**src/rtl/player_pkg.sv**
```systemverilog
// Shared codes for the player: facing direction and held/activity state.
// Used by player_controller and by the sprite renderer (player_blob).
package player_pkg;

  typedef enum logic [1:0] {
    DIR_LEFT  = 2'd0,
    DIR_RIGHT = 2'd1,
    DIR_UP    = 2'd2,
    DIR_DOWN  = 2'd3
  } dir_t;

  // Item codes double as tile object codes; 0 on a tile means empty.
  typedef enum logic [3:0] {
    ST_NOTHING       = 4'd0,
    ST_CHOPPING      = 4'd1,
    ST_ONION_WHOLE   = 4'd2,
    ST_ONION_CHOPPED = 4'd3,
    ST_POT_EMPTY     = 4'd4,
    ST_POT_RAW       = 4'd5,
    ST_POT_COOKED    = 4'd6,
    ST_BOWL_EMPTY    = 4'd7,
    ST_BOWL_FULL     = 4'd8,
    ST_EXT_OFF       = 4'd9,
    ST_EXT_ON        = 4'd10
  } pstate_t;

  localparam int SPRITE_SZ = 32;

  // True for codes that name a carryable item (everything but NOTHING/CHOPPING).
  function automatic logic is_item(input logic [3:0] code);
    return (code >= 4'd2) && (code <= 4'd10);
  endfunction

endpackage

```
**src/rtl/chop_timer.sv**
```systemverilog
// Counts frames of an ongoing chop. done is combinational so the owner can
// register it together with its state change in the same cycle.
module chop_timer
  import player_pkg::*;
#(
  parameter int CHOP_FRAMES = 120
) (
  input  logic clk,
  input  logic rst,
  input  logic i_start,
  input  logic i_frame,
  input  logic i_abort,
  output logic o_done
);

  localparam int CW = $clog2(CHOP_FRAMES + 1);

  logic          r_active;
  logic [CW-1:0] r_count;

  // Abort beats completion when both land on the same frame.
  assign o_done = r_active && i_frame && !i_abort &&
                  (r_count == CW'(CHOP_FRAMES - 1));

  // Frame counter: cleared on start, stepped per frame while active.
  always_ff @(posedge clk) begin
    if (rst) begin
      r_active <= 1'b0;
      r_count  <= '0;
    end else if (i_start) begin
      r_active <= 1'b1;
      r_count  <= '0;
    end else if (i_abort || o_done) begin
      r_active <= 1'b0;
      r_count  <= '0;
    end else if (r_active && i_frame) begin
      r_count  <= r_count + 1'b1;
    end
  end

endmodule

```
**src/rtl/player_controller.sv**
```systemverilog
// Player movement, item grab/place, chopping and extinguisher control.
// Everything is computed combinationally and registered once, so each
// response appears the cycle after its input.
module player_controller
  import player_pkg::*;
#(
  parameter int START_X     = 64,
  parameter int START_Y     = 64,
  parameter int X_MIN       = 32,
  parameter int X_MAX       = 992,
  parameter int Y_MIN       = 32,
  parameter int Y_MAX       = 736,
  parameter int STEP        = 4,
  parameter int CHOP_FRAMES = 120
) (
  input  logic        pixel_clk_in,
  input  logic        rst_in,
  input  logic        frame_in,
  input  logic        left_in,
  input  logic        right_in,
  input  logic        up_in,
  input  logic        down_in,
  input  logic        grab_in,
  input  logic        chop_in,
  input  logic [3:0]  front_obj_in,
  input  logic        front_is_counter_in,
  input  logic        front_is_board_in,
  output logic [10:0] x_out,
  output logic [9:0]  y_out,
  output logic [1:0]  player_direction_out,
  output logic [3:0]  player_state_out,
  output logic        pickup_out,
  output logic        place_out,
  output logic [3:0]  place_obj_out,
  output logic        chop_done_out
);

  localparam logic [10:0] LX_MIN = 11'(X_MIN);
  localparam logic [10:0] LX_HI  = 11'(X_MAX - SPRITE_SZ);
  localparam logic [9:0]  LY_MIN = 10'(Y_MIN);
  localparam logic [9:0]  LY_HI  = 10'(Y_MAX - SPRITE_SZ);

  logic [10:0] r_x;
  logic [9:0]  r_y;
  dir_t        r_dir;
  pstate_t     r_state;
  logic        r_pickup;
  logic        r_place;
  logic [3:0]  r_place_obj;
  logic        r_chop_done;
  logic        r_grab_d;

  logic [10:0] w_x_nxt;
  logic [9:0]  w_y_nxt;
  dir_t        w_dir_nxt;
  pstate_t     w_state_nxt;
  logic        w_pickup_nxt;
  logic        w_place_nxt;
  logic [3:0]  w_place_obj_nxt;
  logic        w_grab_acted;

  logic w_grab_edge;
  logic w_any_dir;
  logic w_chopping;
  logic w_chop_abort;
  logic w_chop_start;
  logic w_timer_done;

  assign w_grab_edge  = grab_in && !r_grab_d;
  assign w_any_dir    = left_in || right_in || up_in || down_in;
  assign w_chopping   = (r_state == ST_CHOPPING);
  assign w_chop_abort = w_chopping &&
                        (!chop_in || w_any_dir || !front_is_board_in ||
                         (front_obj_in != ST_ONION_WHOLE));
  // A grab edge in the same cycle wins; the grab picks the onion up instead.
  assign w_chop_start = (r_state == ST_NOTHING) && chop_in && !w_grab_edge &&
                        front_is_board_in && (front_obj_in == ST_ONION_WHOLE);

  chop_timer #(
    .CHOP_FRAMES (CHOP_FRAMES)
  ) u_chop_timer (
    .clk     (pixel_clk_in),
    .rst     (rst_in),
    .i_start (w_chop_start),
    .i_frame (frame_in),
    .i_abort (w_chop_abort),
    .o_done  (w_timer_done)
  );

  // Movement: one step per frame, left>right>up>down, clamped to the play area.
  always_comb begin
    w_x_nxt   = r_x;
    w_y_nxt   = r_y;
    w_dir_nxt = r_dir;
    if (frame_in && !w_chopping) begin
      if (left_in) begin
        w_dir_nxt = DIR_LEFT;
        w_x_nxt   = ({1'b0, r_x} >= 12'(X_MIN + STEP)) ? r_x - 11'(STEP) : LX_MIN;
      end else if (right_in) begin
        w_dir_nxt = DIR_RIGHT;
        w_x_nxt   = ({1'b0, r_x} + 12'(STEP) <= {1'b0, LX_HI}) ? r_x + 11'(STEP) : LX_HI;
      end else if (up_in) begin
        w_dir_nxt = DIR_UP;
        w_y_nxt   = ({1'b0, r_y} >= 11'(Y_MIN + STEP)) ? r_y - 10'(STEP) : LY_MIN;
      end else if (down_in) begin
        w_dir_nxt = DIR_DOWN;
        w_y_nxt   = ({1'b0, r_y} + 11'(STEP) <= {1'b0, LY_HI}) ? r_y + 10'(STEP) : LY_HI;
      end
    end
  end

  // Held-state machine: chop progress, grab rules, then extinguisher spray.
  always_comb begin
    w_state_nxt     = r_state;
    w_pickup_nxt    = 1'b0;
    w_place_nxt     = 1'b0;
    w_place_obj_nxt = 4'd0;
    w_grab_acted    = 1'b0;
    if (w_chopping) begin
      if (w_chop_abort || w_timer_done) w_state_nxt = ST_NOTHING;
    end else begin
      if (w_grab_edge) begin
        w_grab_acted = 1'b1;
        if (r_state == ST_NOTHING && is_item(front_obj_in)) begin
          w_pickup_nxt = 1'b1;
          w_state_nxt  = pstate_t'(front_obj_in);
        end else if (r_state == ST_ONION_CHOPPED && front_obj_in == ST_POT_EMPTY) begin
          w_place_nxt     = 1'b1;
          w_place_obj_nxt = ST_POT_RAW;
          w_state_nxt     = ST_NOTHING;
        end else if (r_state == ST_BOWL_EMPTY && front_obj_in == ST_POT_COOKED) begin
          w_place_nxt     = 1'b1;
          w_place_obj_nxt = ST_POT_EMPTY;
          w_state_nxt     = ST_BOWL_FULL;
        end else if (r_state != ST_NOTHING && front_obj_in == 4'd0 && front_is_counter_in) begin
          w_place_nxt     = 1'b1;
          w_place_obj_nxt = r_state;
          w_state_nxt     = ST_NOTHING;
        end else begin
          w_grab_acted = 1'b0;
        end
      end
      if (!w_grab_acted) begin
        if (w_chop_start)                          w_state_nxt = ST_CHOPPING;
        else if (r_state == ST_EXT_OFF && chop_in)  w_state_nxt = ST_EXT_ON;
        else if (r_state == ST_EXT_ON && !chop_in)  w_state_nxt = ST_EXT_OFF;
      end
    end
  end

  // Register every output plus the grab edge history.
  always_ff @(posedge pixel_clk_in) begin
    if (rst_in) begin
      r_x         <= 11'(START_X);
      r_y         <= 10'(START_Y);
      r_dir       <= DIR_DOWN;
      r_state     <= ST_NOTHING;
      r_pickup    <= 1'b0;
      r_place     <= 1'b0;
      r_place_obj <= 4'd0;
      r_chop_done <= 1'b0;
      r_grab_d    <= 1'b0;
    end else begin
      r_x         <= w_x_nxt;
      r_y         <= w_y_nxt;
      r_dir       <= w_dir_nxt;
      r_state     <= w_state_nxt;
      r_pickup    <= w_pickup_nxt;
      r_place     <= w_place_nxt;
      r_place_obj <= w_place_obj_nxt;
      r_chop_done <= w_timer_done;
      r_grab_d    <= grab_in;
    end
  end

  assign x_out                = r_x;
  assign y_out                = r_y;
  assign player_direction_out = r_dir;
  assign player_state_out     = r_state;
  assign pickup_out           = r_pickup;
  assign place_out            = r_place;
  assign place_obj_out        = r_place_obj;
  assign chop_done_out        = r_chop_done;

endmodule

```
**config.mk**
```make
export PLATFORM = sky130hd
export DESIGN_NAME = player_controller
export DESIGN_NICKNAME = d
export VERILOG_FILES = /design/src/rtl/player_pkg.sv /design/src/rtl/chop_timer.sv /design/src/rtl/player_controller.sv
export SDC_FILE = /design/constraint.sdc
export NUM_CORES = 1
export LEC_CHECK = 0
export CELL_PAD_IN_SITES_DETAIL_PLACEMENT = 1
export CELL_PAD_IN_SITES_GLOBAL_PLACEMENT = 2
export CORE_MARGIN = 1.5
export CORE_UTILIZATION = 32
export DETAILED_ROUTE_END_ITERATION = 12
export GPL_TIMING_DRIVEN = 0
export PLACE_DENSITY = 0.95
export SYNTH_ARGS = -nofsm -noshare
export SYNTH_HDL_FRONTEND = slang
export SYNTH_SLANG_ARGS = --single-unit
```
**constraint.sdc**
```tcl
create_clock -name pixel_clk_in -period 5.7 [get_ports pixel_clk_in]
set_clock_uncertainty 0.2 [all_clocks]
set_input_delay 0.855 -clock pixel_clk_in [delete_from_list [all_inputs] [get_ports pixel_clk_in]]
set_output_delay 0.855 -clock pixel_clk_in [all_outputs]
set_load 0.01 [all_outputs]
```
==> summary.txt, run 1 <==
yosys + openroad results -> Max-area cell share=28.26%, Hold Path End=player_direction_out[1]$_SDFFE_PP1P_, average cell area after synthesis=7.347 um^2, Die Width=95.92 um, CP Cell Sequence=clkdlybuf4s50_1 -> buf_1 -> nor4_1 -> o21ai_0 -> a2111oi_0, clk buf depth=2, Placed Area=3326 um^2, first-pass GRT wire length=14,220 um, uppermost routed layer=met4, Comb area=1790 um^2, fin nets=451, # fillers=1,043, Die Height=95.92 um, status=finished clean, OpenROAD warnings=31, met2 global-route usage=33.69%, Core Region=8299 um^2, GP Congestion=0.9080, relative slew slack=12.88%, H-Tree Depth=2, Synth logic family=simple AND/OR/NAND/NOR gates, post-route setup TNS=0 ps, slowest cell on the critical path=nor4_1, Worst Hold Path Cells=2, WL met2=4109 um, Global Route met1 Usage=24.46%, Clk pwr share=33.1%, DRC violations left=0, hold buffer count at CTS=0, CTS buffer count=5, worst r2r path cells=9, grt total ovfl=0, largest net degree at the start of global routing=13, setup bufs post-CTS=0, Clock transition at path regs=80 ps, Worst-Skew Late Latency=300 ps, sequential cell area=780.7 um^2, worst min-delay path category=flip-flop to flip-flop, crit path time final=3369 ps
-- run 1: final cells by class --
type                       instances  area share [%]
sequential                        39           22.67
clock buffer                       6           2.398
timing repair buffer              42           12.21
inverter                          14           1.526
clock inverter                     2           1.017
tap                              105           3.815
buffer                            31           4.360
multi-input combinational        295           52.00
-- run 1: synthesized netlist by cell type (all sizes together) (6+ instances only) --
cell and number:
nor4 9, nand4 8, nor3 15, buf 12, clkbuf 19, inv 13
xor2 6, nand3 13, dfxtp 39, ha 8, a21oi 18, xnor2 10
nor2 51, o21ai 25, nand2 33, a211oi 7
-- run 1: layout by cell type, fill, tap and decap left out, drive strengths merged, types with 4 or more instances in the layout --
cell / Yosys / layout
inv: 13 / 13
dfxtp: 39 / 39
nand3: 13 / 13
a41o: 4 / 4
and3: 5 / 5
nand2b: 5 / 5
xor2: 6 / 6
o31ai: 4 / 4
o211ai: 5 / 5
buf: 12 / 12
xnor2: 10 / 10
a21oi: 18 / 18
ha: 8 / 8
conb: 1 / 4
clkdlybuf4s50: 0 / 42
clkbuf: 19 / 25
nand4: 8 / 8
o22ai: 4 / 4
nor4: 9 / 9
o21ai: 25 / 25
nor3: 15 / 15
a31oi: 4 / 4
a211oi: 7 / 7
nor2: 51 / 51
nand2: 33 / 33
-- run 1: per-stage QoR --
| stage | instances | setup WS (ps) | total power [mW] |
|---|---|---|---|
| 6_report | 534 | 2331 | 0.7345 |
| 5_1_grt | 534 | 2204 | 0.7753 |
| 4_1_cts | 534 | 2338 | 0.7429 |
| 3_5_place_dp | 526 | 2033 | 0.4967 |
| 3_3_place_gp | 526 | 2079 | 0.4907 |
| 2_1_floorplan | 379 | 3161 | 0.4255 |
-- run 1: worst max-delay path: cells and delay by family --
family / cells / cell delay (ps)
compound gates: 2 / 640
simple gates: 1 / 1130
buf+inv: 2 / 730
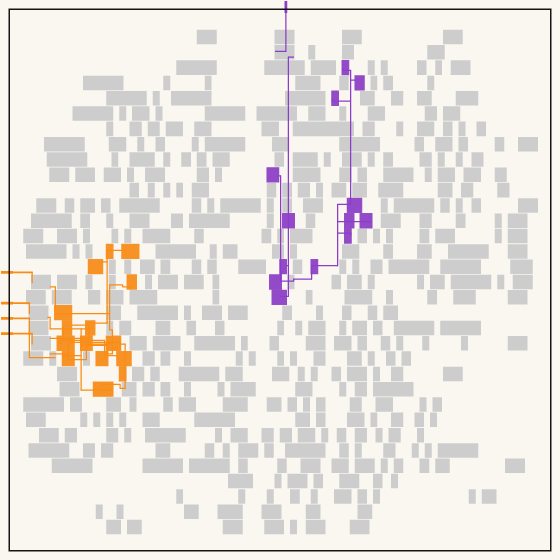
(run_1/port_trees.png)
legend:
  `left_in`:
    color: purple
    bits: 1
    direction: input
    end_cells: 13
    wire: 138 um
  `front_obj_in`:
    color: orange
    bits: 4
    direction: input
    end_cells: 15
    wire: 191 um
Port Buffers: 42
number of top-level pins: 49

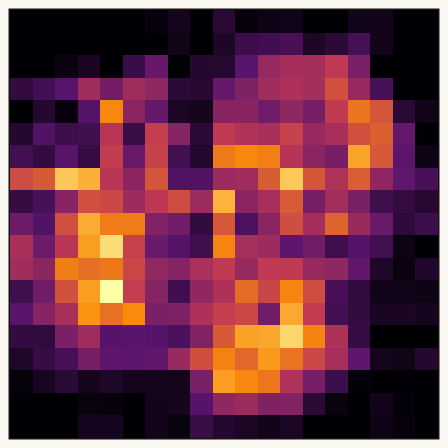
(run_1/route_heat.png)
19 x 19 tiles, from black (low) to pale yellow (high), scaled to the fullest tile. Values are wire area over tile area, all layers added.
fullest tile: 0.50
nearly empty tiles: 16%
tiles over half the peak: 22%
mean over tiles: 0.15
densest ninth of the die: left middle
final wirelength: 8503 um
DR WL/cell: 15.92 um
detailed-route via count: 2,959
Total GRT Usage: 19.48%

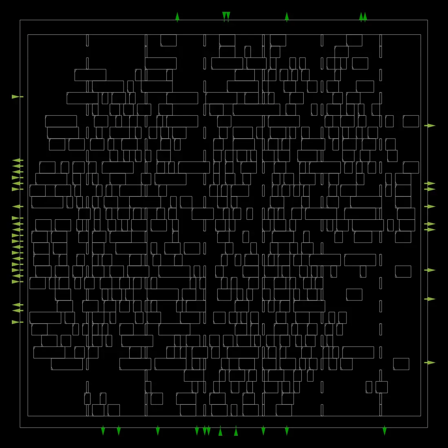
(run_1/placed.png)
Seq cells: 39
Well Taps: 105

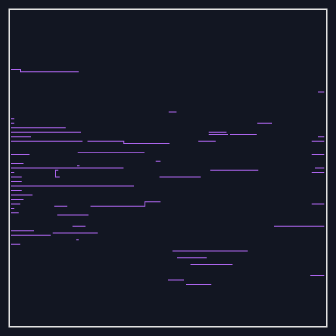
(run_1/m3.png)
share of all routed wire: 5.5%
wire length on this layer: 465 um
longest straight run: 37.0 um

==> run 1 -> run 2 <==
--- a/config.mk
+++ b/config.mk
@@ -8,10 +8,10 @@
 export CELL_PAD_IN_SITES_DETAIL_PLACEMENT = 1
 export CELL_PAD_IN_SITES_GLOBAL_PLACEMENT = 2
 export CORE_MARGIN = 1.5
-export CORE_UTILIZATION = 32
+export CORE_UTILIZATION = 30
 export DETAILED_ROUTE_END_ITERATION = 12
 export GPL_TIMING_DRIVEN = 0
-export PLACE_DENSITY = 0.95
+export PLACE_DENSITY = 0.9
 export SYNTH_ARGS = -nofsm -noshare
 export SYNTH_HDL_FRONTEND = slang
 export SYNTH_SLANG_ARGS = --single-unit
==> constraint.sdc (replaced) <==
create_clock -name pixel_clk_in -period 3.1 [get_ports pixel_clk_in]
set_clock_uncertainty 0.2 [all_clocks]
set_input_delay 0.465 -clock pixel_clk_in [delete_from_list [all_inputs] [get_ports pixel_clk_in]]
set_output_delay 0.465 -clock pixel_clk_in [all_outputs]
set_load 0.01 [all_outputs]
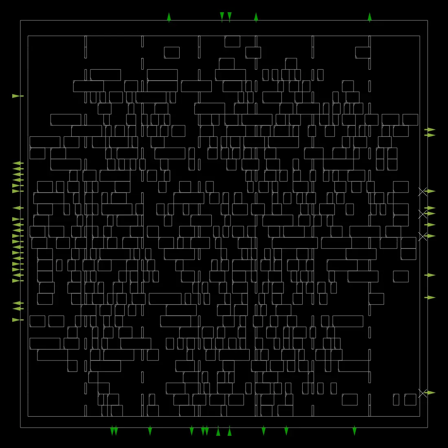
(run_2/placed.png)
non-filler instance count after layout: 537
Core Region: 8806 um^2
# fillers: 1,121

==> run 2 against run 1 <==
The run now ends with DRC left; clock-buffer cell count shrank 1; register-to-register slack lost 2500 ps; wire length grew 1.5%; sequential share of layout area is essentially flat; final cell count grew 0.56%; sequential power grew 84%; largest power group unchanged.
==> summary.txt, run 2 <==
yosys + openroad results -> Die Width=98.96 um (+3.2%), Die ar.=9793 um^2, largest net degree at the start of global routing=14 (+1), top-count cell post-synth=nor2_1, Worst-Skew Late Latency=300 ps (about the same), Synth Seq Share=28.26%, fin nets=451 (unchanged), average cell area after synthesis=7.347 um^2 (unchanged), Max-area cell share=28.26% (unchanged), H-Tree Depth=2 (unchanged), number of top-level pins=49 (unchanged), slowest cell on the critical path=dfxtp_1, Total GRT Usage=18.14% (-1.3 points), Die Height=98.96 um (+3.2%), Startpoint Class=flip-flop, clk buf depth=2 (unchanged), OpenROAD warnings=32 (+3.2%), setup bufs post-CTS=0 (unchanged), grt total ovfl=0 (unchanged), DRC violations left=4 (+4), worst r2r path cells=9 (unchanged), failing checks=DRC, DR WL/cell=16.07 um (+0.93%), Clock transition at path regs=90 ps (about the same), Pwr top=sequential cells, post-route setup TNS=0 ps (unchanged), Leak=1.252 nW, Worst Hold Path Cells=2 (unchanged), Clk pwr share=32.7% (-0.4 points), crit path time final=2840 ps, CTS buffer count=5 (unchanged), relative slew slack=53.51% (+41 points), DRT Pass-1 Iters=8, Placed Area=3329 um^2 (+0.11%), worst min-delay path category=flip-flop to flip-flop, Top cells excl fill/tap=nor2_1, clkdlybuf4s50_1, dfxtp_1, GP Congestion=0.9210 (+1.4%), final wirelength=8630 um (+1.5%), status=complete, but fails checks, cell count after placement=529 (+0.57%), slack of the critical path=259.9 ps (-2071 ps), first-pass GRT wire length=14,690 um (+3.3%), Top cell excl fill/tap=nor2_1, hold buffer count at CTS=0 (unchanged)
run 2: cell counts after synthesis:
Identical to the previous run, type by type.
run 2: path summary, 6_finish.rpt:
path / end / slack, ps / startpoint
worst max register to register: y_out[8]$_SDFFE_PP0P_ / 260 / y_out[2]$_SDFFE_PP0P_
worst max-delay path: y_out[8]$_SDFFE_PP0P_ / 260 / y_out[2]$_SDFFE_PP0P_
worst min register to register: u_chop_timer.r_count[1]$_SDFFE_PP0P_ / 280 / u_chop_timer.r_count[1]$_SDFFE_PP0P_
worst min-delay path: u_chop_timer.r_count[1]$_SDFFE_PP0P_ / 280 / u_chop_timer.r_count[1]$_SDFFE_PP0P_
run 2: critical path: cells and delay by family, from the launching register on:
kind                     cells  cell delay [ps]
AND/OR/NAND/NOR              2              470
flip-flops                   1              420
adder cells (fa/ha/maj)      1              280
buffers and inverters        2              460
AND-OR/OR-AND                4              930
run 2: cells by family (layout without fill, tap and decap cells):
kind of cell    after synthesis  after routing  share of synthesized area, %
simple gates                167            167                         30.43
compound gates               98             98                         24.37
buf+inv                      45             95                         7.337
flops                        39             39                         28.26
xor+xnor                     16             16                         5.072
fa+ha+maj                     8              8                         3.623
mux                           2              2                        0.7699
other cells                   1              4                        0.1357
run 2: cell type report:
| cell class | instances | area [um^2] |
|---|---|---|
| buffer | 31 | 150.1 |
| clock buffer | 5 | 68.82 |
| clock inverter | 3 | 43.79 |
| fill | 1121 | 5356 |
| inverter | 14 | 52.55 |
| multi-input combinational | 295 | 1797 |
| sequential | 39 | 782.0 |
| tap | 108 | 135.1 |
| timing repair buffer | 42 | 420.4 |
run 2: metal layers:
layer  track usage (%)  vias up  part of all wire, %
li1                  -     1456                    -
met1             23.72     1423                   47
met2             29.97       70                   47
met3             4.043       10                  4.6
met4             5.165        0                  1.5
met5                 0        -                    0
No activity file was given, so power comes from the tool's default toggle rates.
